File: config.mk
export PLATFORM = sky130hd
export DESIGN_NAME = instr_fetch_unit
export DESIGN_NICKNAME = d
export VERILOG_FILES = /design/src/rtl/fetch_pkg.sv /design/src/rtl/fetch_queue.sv /design/src/rtl/instr_fetch_unit.sv
export SDC_FILE = /design/constraint.sdc
export NUM_CORES = 1
export LEC_CHECK = 0
export CORE_MARGIN = 1.5
export CORE_UTILIZATION = 35
export CTS_CLUSTER_DIAMETER = 50
export DETAILED_ROUTE_END_ITERATION = 12
export PLACE_DENSITY = 0.5
export RECOVER_POWER = 100
export SETUP_SLACK_MARGIN = 0.2
export SLEW_MARGIN = 40
export SYNTH_ARGS = -nofsm -noshare
export SYNTH_HDL_FRONTEND = slang
export SYNTH_SLANG_ARGS = --single-unit
File: constraint.sdc
create_clock -name clk -period 17 [get_ports clk]
set_input_delay 2.55 -clock clk [delete_from_list [all_inputs] [get_ports clk]]
set_output_delay 2.55 -clock clk [all_outputs]
set_load 0.02 [all_outputs]
File: src/rtl/fetch_pkg.sv
// Shared types and constants for the instruction fetch front end.
package fetch_pkg;
    localparam int unsigned XLEN        = 32;
    localparam int unsigned INSTR_BYTES = 4;
    localparam logic [XLEN-1:0] NOP_INSTR = 32'h0000_0013;

    typedef struct packed {
        logic [XLEN-1:0] pc;
        logic [XLEN-1:0] instr;
    } fetch_entry_t;
endpackage

File: src/rtl/fetch_queue.sv
// Prefetch FIFO of {pc, instr} entries with push/pop/flush; flush wins over same-cycle push/pop.
module fetch_queue
    import fetch_pkg::*;
#(
    parameter  int unsigned DEPTH = 4,
    localparam int unsigned CNT_W = $clog2(DEPTH + 1)
) (
    input  logic             clk,
    input  logic             rst,
    input  logic             push_i,
    input  logic             pop_i,
    input  logic             flush_i,
    input  fetch_entry_t     wdata_i,
    output fetch_entry_t     head_o,
    output logic             empty_o,
    output logic             full_o,
    output logic [CNT_W-1:0] count_o
);
    localparam int unsigned PTR_W = $clog2(DEPTH);

    fetch_entry_t     mem_q [DEPTH];
    fetch_entry_t     mem_d [DEPTH];
    logic [PTR_W-1:0] rd_ptr_q, rd_ptr_d;
    logic [PTR_W-1:0] wr_ptr_q, wr_ptr_d;
    logic [CNT_W-1:0] count_q, count_d;
    logic             do_push, do_pop;

    always_comb begin
        mem_d    = mem_q;
        rd_ptr_d = rd_ptr_q;
        wr_ptr_d = wr_ptr_q;
        count_d  = count_q;
        do_push  = push_i && !flush_i;
        do_pop   = pop_i && !flush_i && (count_q != '0);
        if (flush_i) begin
            rd_ptr_d = '0;
            wr_ptr_d = '0;
            count_d  = '0;
        end else begin
            if (do_push) begin
                mem_d[wr_ptr_q] = wdata_i;
                wr_ptr_d        = wr_ptr_q + PTR_W'(1);
            end
            if (do_pop) begin
                rd_ptr_d = rd_ptr_q + PTR_W'(1);
            end
            count_d = count_q + CNT_W'(do_push) - CNT_W'(do_pop);
        end
    end

    always_ff @(posedge clk or posedge rst) begin
        if (rst) begin
            for (int i = 0; i < int'(DEPTH); i++) begin
                mem_q[i] <= '0;
            end
            rd_ptr_q <= '0;
            wr_ptr_q <= '0;
            count_q  <= '0;
        end else begin
            mem_q    <= mem_d;
            rd_ptr_q <= rd_ptr_d;
            wr_ptr_q <= wr_ptr_d;
            count_q  <= count_d;
        end
    end

    assign head_o  = mem_q[rd_ptr_q];
    assign empty_o = (count_q == '0);
    assign full_o  = (count_q == CNT_W'(DEPTH));
    assign count_o = count_q;

    // Issue credit upstream must make a push into a full, non-draining queue impossible.
    a_no_overflow: assert property (@(posedge clk) disable iff (rst)
        !(push_i && !flush_i && full_o && !do_pop));
endmodule

File: src/rtl/instr_fetch_unit.sv
// Instruction fetch front end: sequential issue with bounded outstanding requests, prefetch queue, redirect.
// Optional FETCH_BYPASS_EN: forward a live response straight to decode when the queue is empty.
module instr_fetch_unit
    import fetch_pkg::*;
#(
    parameter int unsigned     DEPTH           = 4,
    parameter int unsigned     MAX_OUTSTANDING = 2,
    parameter logic [XLEN-1:0] RESET_PC        = '0
) (
    input  logic            clk,
    input  logic            rst,
    output logic            instr_read,
    output logic [XLEN-1:0] instr_addr,
    input  logic            instr_valid,
    input  logic [XLEN-1:0] instr_out,
    output logic            fetch_valid,
    input  logic            fetch_ready,
    output logic [XLEN-1:0] fetch_pc,
    output logic [XLEN-1:0] fetch_instr,
    input  logic            redirect_valid,
    input  logic [XLEN-1:0] redirect_pc
);
    localparam int unsigned OW = $clog2(MAX_OUTSTANDING + 1);
    localparam int unsigned CW = $clog2(DEPTH + 1);
    localparam int unsigned SW = ((OW > CW) ? OW : CW) + 1;

    logic [XLEN-1:0] pc_q, pc_d;
    logic [XLEN-1:0] resp_pc_q, resp_pc_d;
    logic [XLEN-1:0] redir_pc;
    logic [OW-1:0]   outstanding_q, outstanding_d;
    logic [OW-1:0]   drop_cnt_q, drop_cnt_d;
    fetch_entry_t    hold_q, hold_d;
    fetch_entry_t    q_head, fetch_ent;
    logic [CW-1:0]   q_count;
    logic            q_empty, q_full, q_push, q_pop;
    logic            resp_live, bypass, issue;
    logic [SW-1:0]   credit;

    fetch_queue #(.DEPTH(DEPTH)) u_queue (
        .clk     (clk),
        .rst     (rst),
        .push_i  (q_push),
        .pop_i   (q_pop),
        .flush_i (redirect_valid),
        .wdata_i ({resp_pc_q, instr_out}),
        .head_o  (q_head),
        .empty_o (q_empty),
        .full_o  (q_full),
        .count_o (q_count)
    );

    // Credit counts queued entries plus live (non-dropped) requests still in flight.
    always_comb begin
        credit = SW'(q_count) + SW'(outstanding_q) - SW'(drop_cnt_q);
        issue  = !rst && !redirect_valid && !q_full
              && (outstanding_q < OW'(MAX_OUTSTANDING))
              && (credit < SW'(DEPTH));
    end

    assign instr_read = issue;
    assign instr_addr = pc_q;

    // Redirect drops every request that is still unanswered after this edge.
    always_comb begin
        redir_pc      = redirect_pc & ~XLEN'(INSTR_BYTES - 1);
        resp_live     = instr_valid && (drop_cnt_q == '0);
        outstanding_d = outstanding_q + OW'(issue) - OW'(instr_valid);
        drop_cnt_d    = drop_cnt_q;
        pc_d          = pc_q;
        resp_pc_d     = resp_pc_q;
        if (redirect_valid) begin
            drop_cnt_d = outstanding_d;
            pc_d       = redir_pc;
            resp_pc_d  = redir_pc;
        end else begin
            if (instr_valid && !resp_live) begin
                drop_cnt_d = drop_cnt_q - OW'(1);
            end
            if (issue) begin
                pc_d = pc_q + XLEN'(INSTR_BYTES);
            end
            if (resp_live) begin
                resp_pc_d = resp_pc_q + XLEN'(INSTR_BYTES);
            end
        end
    end

    always_comb begin
`ifdef FETCH_BYPASS_EN
        bypass = resp_live && q_empty && !redirect_valid;
`else
        bypass = 1'b0;
`endif
        fetch_valid = bypass || !q_empty;
        if (bypass) begin
            fetch_ent = {resp_pc_q, instr_out};
        end else if (!q_empty) begin
            fetch_ent = q_head;
        end else begin
            fetch_ent = hold_q;
        end
        hold_d = fetch_valid ? fetch_ent : hold_q;
        q_pop  = !q_empty && fetch_ready;
        q_push = resp_live && !(bypass && fetch_ready);
    end

    assign fetch_pc    = fetch_ent.pc;
    assign fetch_instr = fetch_ent.instr;

    always_ff @(posedge clk or posedge rst) begin
        if (rst) begin
            pc_q          <= RESET_PC;
            resp_pc_q     <= RESET_PC;
            outstanding_q <= '0;
            drop_cnt_q    <= '0;
            hold_q        <= '0;
        end else begin
            pc_q          <= pc_d;
            resp_pc_q     <= resp_pc_d;
            outstanding_q <= outstanding_d;
            drop_cnt_q    <= drop_cnt_d;
            hold_q        <= hold_d;
        end
    end
endmodule
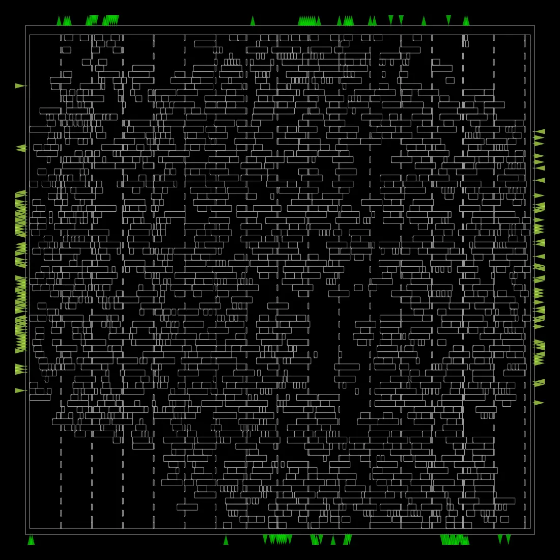
Fig. 1. Placement view.
Util after Layout: 43.3%
# Taps: 664
total core area: 49,300 sq um
row cnt: 81
FILL cells: 4,664

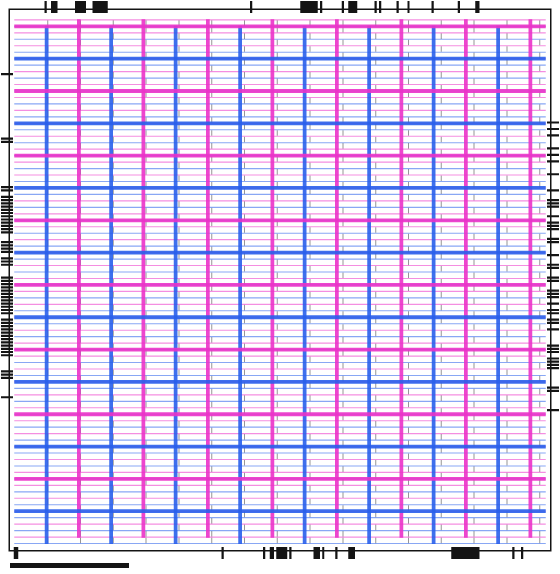
Fig. 2. Supply network.
Bar = 50 microns. Pins as bars on the die edge. Tap cells in grey.
- blue: VSS
- magenta: VDD
- met4 straps: 16
- signal pins: 167
- rows: 81

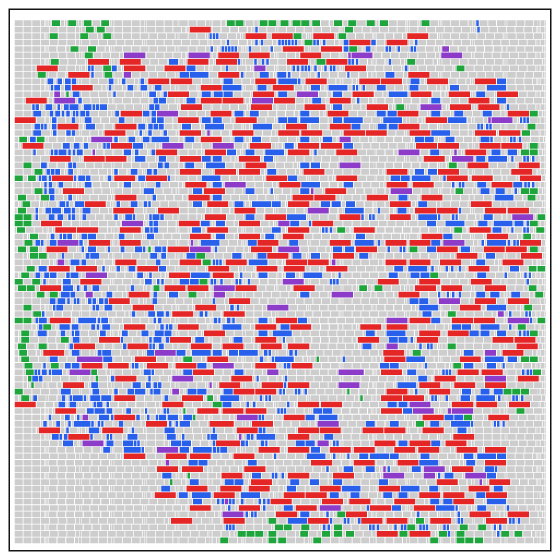
Fig. 3. Cells coloured by class.
Fill, decap, tap and diode cells in grey.
- blue: combinational and other logic (cells 950)
- red: sequential cells (cells 383)
- purple: clock drivers and dummy loads (cells 85)
- green: remaining buffers and delay cells (cells 180)

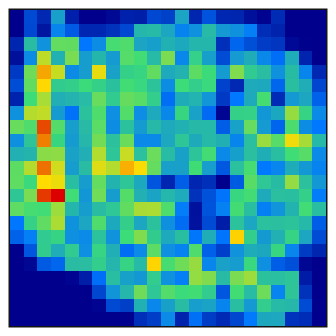
Fig. 4. Wiring heat map.
The die is cut into 23 by 23 equal tiles; dark blue is low, red is high, scaled to the fullest tile. Values are wire area over tile area, all layers added.
- densest ninth of the die: west
- tiles over half the peak: 20%
- emptiest ninth of the die: south-west
Global Route Usage Sum: 16.9%
wire length per cell: 18.7 microns
WL final: 42.2 mm
via count: 11.3k

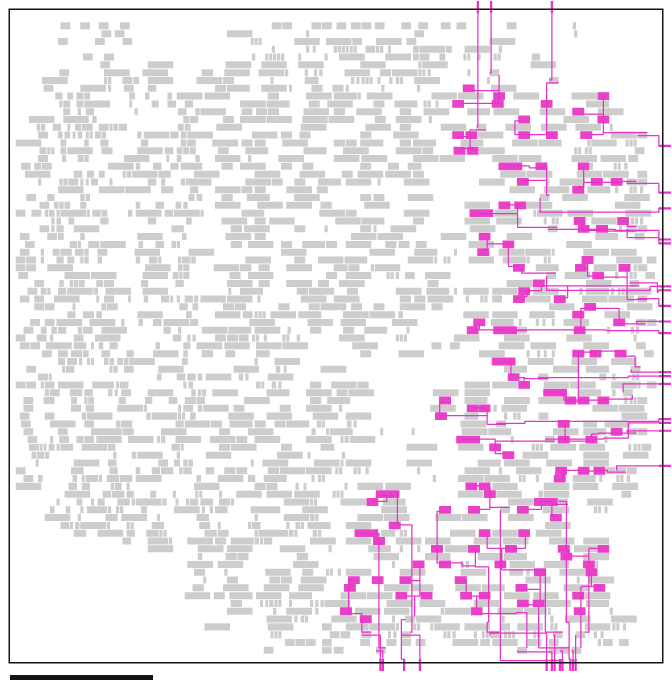
Fig. 5. Wires at chosen ports, followed through buffers.
Bar = 50 microns.
- magenta: instr_out (bits 32; direction input; end cells 128; buffers 32; wire 2,060 microns)
port buffer count: 162
top-level port count: 167

==> job_summary.md <==
## Implementation flow summary

| Metric | Value |
|---|---|
| Status | finished, violations left |
| Failing checks | capacitance limit, slew limit |
| Post-DRT Antenna Nets | 0 |
| Number of global-route vias before repair | 11.7k |
| CTS buffer count | 49 |
| Die width | 227 microns |
| Logic share of the area | a little over a third |
| PD cells | roughly 170 nW/um^2 |
| Tool Warnings | 33 |
| Setup TNS | 0 ns |
| Cts repair resizes | 0 |
| Dpl ws | around 9.3 ns |
| Share of cells above drive strength 1 | 25.7% |
| EDFF count, synth | 0 |
| Async set-reset flop share out of synthesis | 100% |
| Fin. Hold Viols | 0 |
| Congestion Overflow GR | 0 |
| Top_reg_cell synth | dfrtp_1 |
| Inverters | 28 |
| Critical Path AT | 7.99 ns |
| Cycle use final | approximately three fifths |
| Type of the worst min-delay path | register to register |
| Met2 Usage GRT | between 20% and 30% |
| Seq cells post-synth | 383 |
| WP data required | about 14 ns |
| Yosys chip area | 17,600 sq um |
| Max-cap violation count | 11 |
| Latency at later pin | between 0.5 and 0.6 ns |
| Post-synth seq share | between 50 and 60% |
| # diodes | 0 |
| Slew Viols, Final | 635 |
-- synth_stat cells (13+ instances only) --
cell	instances
nor3_1	19
ha_1	14
buf_2	34
xnor2_1	24
mux2_2	243
xor2_1	13
o21ai_0	35
nand4_1	15
clkbuf_1	42
dfrtp_1	383
mux4_2	62
nand2_1	312
inv_1	27
nor2_1	27
nand3_1	21
-- stage by stage --
stage               util (%)  hold slack, ns
floorplan                  -           0.433
global placement        40.2           0.442
detailed placement      40.3           0.449
CTS                     43.5           0.461
global route            43.3           0.476
finish                  43.3           0.455
-- power breakdown --
part           internal, W  switching, W  total (W)
Sequential         0.00119      0.000152    0.00134
Combinational     0.000627      0.000696    0.00132
Clock             0.000616      0.000396    0.00101
-- placed cells by master (no fill, tap or decap), types with 7 or more instances in the layout --
| cell | netlist | routed |
|---|---|---|
| mux2_2 | 243 | 243 |
| clkbuf_1 | 42 | 22 |
| a21o_1 | 7 | 7 |
| dfrtp_1 | 383 | 381 |
| nor2_1 | 27 | 27 |
| o31a_1 | 10 | 10 |
| a21oi_1 | 11 | 11 |
| xor2_1 | 13 | 13 |
| xnor2_1 | 24 | 24 |
| clkdlybuf4s50_1 | 0 | 65 |
| mux2i_1 | 10 | 10 |
| inv_1 | 27 | 27 |
| clkbuf_16 | 0 | 51 |
| ha_1 | 14 | 14 |
| clkbuf_8 | 4 | 9 |
| and3_1 | 9 | 9 |
| nand4_1 | 15 | 15 |
| nor3_1 | 19 | 19 |
| mux4_2 | 62 | 62 |
| o21ai_0 | 35 | 38 |
| nand3_1 | 21 | 21 |
| dlygate4sd3_1 | 0 | 96 |
| nand2_1 | 312 | 309 |
-- worst paths after layout --
check | startpoint | end | slack (ns) | depth (start not counted)
worst max register to register | u_queue.count_o[1]$_DFF_PP0_ | u_queue.count_o[2]$_DFF_PP0_ | 8.82 | 14
max in group asynchronous | rst | hold_q[6]$_DFFE_PP0N_ | 7.17 | 5
min in group asynchronous | rst | instr_addr[2]$_DFFE_PP0P_ | 4.18 | 2
worst max-delay path | u_queue.count_o[1]$_DFF_PP0_ | fetch_pc[17] | 6.46 | 7
worst min-delay path | hold_q[6]$_DFFE_PP0N_ | hold_q[6]$_DFFE_PP0N_ | 0.46 | 2
worst min register to register | hold_q[6]$_DFFE_PP0N_ | hold_q[6]$_DFFE_PP0N_ | 0.46 | 2
-- logic make-up (layout without fill, tap and decap cells) --
family,Yosys count,in the layout,share of synthesized area (%)
xor+xnor,37,37,1.84
other cells,1,2,0.0213
mux,316,316,24.1
simple gates,452,452,11.6
flops,383,383,54.5
compound gates,99,99,3.75
buf+inv,113,293,2.97
fa+ha+maj,16,16,1.22
-- worst max-delay path: stages, from the launching register on --
cell,delay (ns)
dfrtp_1,0.45
nor3_1,0.23
clkbuf_1,2.58
inv_1,1.87
clkbuf_1,1.03
nand2_1,0.43
nand2_1,0.09
dlygate4sd3_1,0.66
-- state kept, by name (all words and copies together), names as in the netlist --
name	flops
u_queue.wr_ptr_q	2
u_queue.mem_q	248
resp_pc_q	30
u_queue.count_o	3
drop_cnt_q	2
instr_addr	30
hold_q	64
u_queue.rd_ptr_q	2
outstanding_q	2
Power figures rest on the tool's default switching activity, not on a simulated workload.
